--- src/rtl/seg_scan_decoder.sv ---
// seg_scan_decoder: samples a multiplexed 8-digit 7-segment scan and publishes decoded frames.
module seg_scan_decoder #(
  parameter int SETTLE  = 4,
  parameter int TIMEOUT = 1000000
) (
  input  logic        clk,
  input  logic        rst,
  input  logic [7:0]  an,
  input  logic [7:0]  duan,
  input  logic [7:0]  duan1,
  output logic [39:0] digits,
  output logic [7:0]  dps,
  output logic        frame_done,
  output logic        frame_valid,
  output logic        stale,
  output logic        bad_an
);
  localparam int CW = $clog2(SETTLE + 1);
  localparam int IW = $clog2(TIMEOUT + 1);
  typedef enum logic [1:0] {S_IDLE, S_SETTLE, S_HELD} state_t;
  state_t state, state_n;
  logic [7:0] an_q, mask, mask_n, seg, shadow_dp, shadow_dp_n;
  logic [39:0] shadow, shadow_n;
  logic [CW-1:0] cnt;
  logic [IW-1:0] idle;
  logic [4:0] code;
  logic [2:0] k;
  logic chg, sample, one_hot, multi, timeout_hit;
  function automatic logic [4:0] dec(input logic [6:0] s);
    case (s)
      7'h3F: dec = 5'h00;
      7'h06: dec = 5'h01;
      7'h5B: dec = 5'h02;
      7'h4F: dec = 5'h03;
      7'h66: dec = 5'h04;
      7'h6D: dec = 5'h05;
      7'h7D: dec = 5'h06;
      7'h07: dec = 5'h07;
      7'h7F: dec = 5'h08;
      7'h6F: dec = 5'h09;
      7'h77: dec = 5'h0A;
      7'h7C: dec = 5'h0B;
      7'h39: dec = 5'h0C;
      7'h5E: dec = 5'h0D;
      7'h79: dec = 5'h0E;
      7'h71: dec = 5'h0F;
      7'h00: dec = 5'h10;
      7'h40: dec = 5'h11;
      default: dec = 5'h1F;
    endcase
  endfunction
  assign chg         = an != an_q;
  assign sample      = state == S_SETTLE && !chg && cnt == CW'(SETTLE - 1);
  assign multi       = (an & (an - 8'd1)) != 8'd0;
  assign one_hot     = an != 8'd0 && !multi;
  assign timeout_hit = !chg && idle == IW'(TIMEOUT - 1);
  assign seg         = k[2] ? duan1 : duan;
  assign code        = dec(seg[6:0]);
  always_comb begin
    state_n = chg ? S_SETTLE : sample ? S_HELD : state;
    k = '0;
    for (int i = 0; i < 8; i++)
      if (an[i]) k = 3'(i);
    shadow_n = shadow;
    shadow_n[5*k +: 5] = code;
    shadow_dp_n = shadow_dp;
    shadow_dp_n[k] = seg[7];
    mask_n = mask | (8'd1 << k);
  end
  always_ff @(posedge clk) begin
    if (rst) begin
      state       <= S_IDLE;
      an_q        <= '0;
      cnt         <= '0;
      idle        <= '0;
      mask        <= '0;
      shadow      <= '0;
      shadow_dp   <= '0;
      digits      <= '0;
      dps         <= '0;
      frame_done  <= 1'b0;
      frame_valid <= 1'b0;
      stale       <= 1'b0;
      bad_an      <= 1'b0;
    end else begin
      state      <= state_n;
      an_q       <= an;
      cnt        <= chg ? CW'(1) : cnt != CW'(SETTLE) ? cnt + CW'(1) : cnt;
      idle       <= chg ? '0 : idle != IW'(TIMEOUT) ? idle + IW'(1) : idle;
      frame_done <= 1'b0;
      if (timeout_hit) begin
        stale       <= 1'b1;
        frame_valid <= 1'b0;
        mask        <= '0;
      end
      if (sample && multi) bad_an <= 1'b1;
      // a completing capture publishes the shadow including the digit written on this edge
      if (sample && one_hot) begin
        shadow    <= shadow_n;
        shadow_dp <= shadow_dp_n;
        mask      <= &mask_n ? 8'h00 : mask_n;
        if (&mask_n) begin
          digits      <= shadow_n;
          dps         <= shadow_dp_n;
          frame_done  <= 1'b1;
          frame_valid <= 1'b1;
          stale       <= 1'b0;
        end
      end
    end
  end
endmodule

--- config.mk ---
export PLATFORM = sky130hd
export DESIGN_NAME = seg_scan_decoder
export DESIGN_NICKNAME = d
export VERILOG_FILES = /design/src/rtl/seg_scan_decoder.sv
export SDC_FILE = /design/constraint.sdc
export NUM_CORES = 1
export LEC_CHECK = 0
export CORE_MARGIN = 5
export CORE_UTILIZATION = 55
export DETAILED_ROUTE_END_ITERATION = 7
export DONT_BUFFER_PORTS = 1
export PLACE_DENSITY = 0.7
export SYNTH_ARGS = -nofsm -noshare
export SYNTH_HDL_FRONTEND = slang
export SYNTH_SLANG_ARGS = --single-unit
--- constraint.sdc ---
create_clock -name clk -period 7.9 [get_ports clk]
set_input_delay 1.185 -clock clk [delete_from_list [all_inputs] [get_ports clk]]
set_output_delay 1.185 -clock clk [all_outputs]
set_load 0.03 [all_outputs]
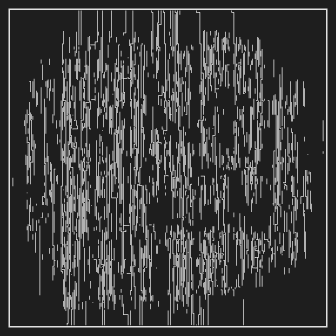
**Above:** M2 wires.
- share of all routed wire: 47%
- main direction: vertical
- nets with wire on the layer: 680
- wire length on this layer: 7920 um
met2 GRT Util: 0.368
via count: 5913
Post-Route WL: 17000 um

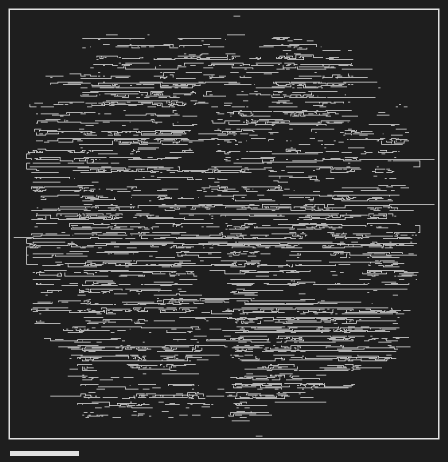
**Above:** the metal 1 layer.
Scale bar: 20 um.
- nets with wire on the layer: 781
- share of all routed wire: 45%
met1 Use GR: 0.300

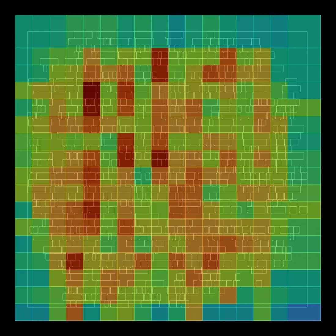
**Above:** routing congestion map.
all-layer global routing usage: 0.230
layer with the highest usage: met2
wire per inst: 17.5 um
M3 GR Usage: 0.0595
Util after Layout: 0.596

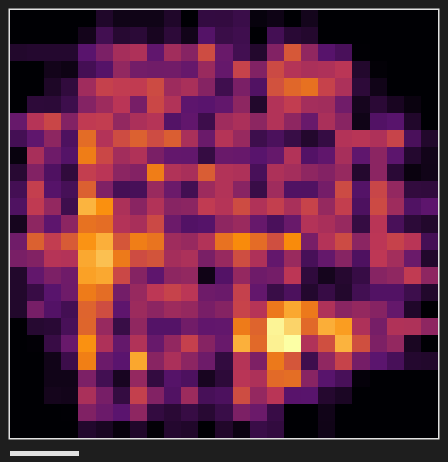
**Above:** wire density map.
Scale bar: 20 um. The die is cut into 25 by 25 equal tiles; black is low, pale yellow is high, scaled to the fullest tile. Values are wire area over tile area, all layers added.
- nearly empty tiles: 15%
- mean over tiles: 0.18
- densest ninth of the die: west
- tiles over half the peak: 17%
- fullest tile: 0.60

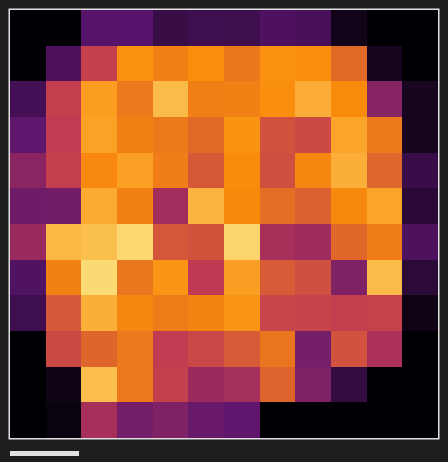
**Above:** placement density heat map.
Scale bar: 20 um. The die is cut into 12 by 12 equal tiles; black is low, pale yellow is high, 0 to 100% covered.
- mean over tiles: 48%
- emptiest ninth of the die: south-east
- tiles over 75% full: 19%
fp_density: 0.563
Core Region: 12600 sq um

==> changes_impl.md <==
### Implementation results

- Critical R2R Capture: digits[5]
- Yosys chip area: 7110 sq um
- Max Cap Violations: 0
- Flop count: 141
- Num rows: 41
- Seq group: 0.000715 W
- Root Buffer: clkbuf_16
- Dpl hpwl: 11700 um
- Cts hold-fix bufs: 0
- Non-clock buffering overhead: 0.00200
- Comb pwr share: 0.046
- Fin. Hold Viols: 0
- CTS max path bufs: 2
- Outcome: complete, no violations
- Fa+ha+maj area frac: 0.0225
- P&R area growth vs syn: 5.90%
- Asr flop ratio synth: 0
- AO/OA Area Share: 0.182
- CP Data Arrival Time: 4560 ps
- Dominant flop cell: dfxtp_1
- VDD IR max: 0.000157 V
==> flip-flops by register name, summed over array words and instances, names as in the netlist, 2 cells and up <==
signal     cells
mask           8
shadow_dp      8
digits        40
shadow        40
state          2
an_q           8
idle          20
cnt            3
dps            8
==> placed cells by master, fill, tap and decap left out, drive strengths merged, types with 21 or more instances in the layout <==
master / netlist / final
a21oi: 50 / 50
nand3: 26 / 26
a22oi: 26 / 26
inv: 19 / 21
nor2: 147 / 147
a221oi: 24 / 24
o21ai: 27 / 27
dfxtp: 141 / 141
nand2: 41 / 41
nor3: 42 / 42
mux2i: 28 / 28
==> stage by stage <==
step	hold slack, ps	setup slack, ps
floorplan	428	4030
global placement	440	3360
detailed placement	451	3260
CTS	466	3690
global route	491	3400
finish	463	3690
Power and IR drop assume default switching activity.
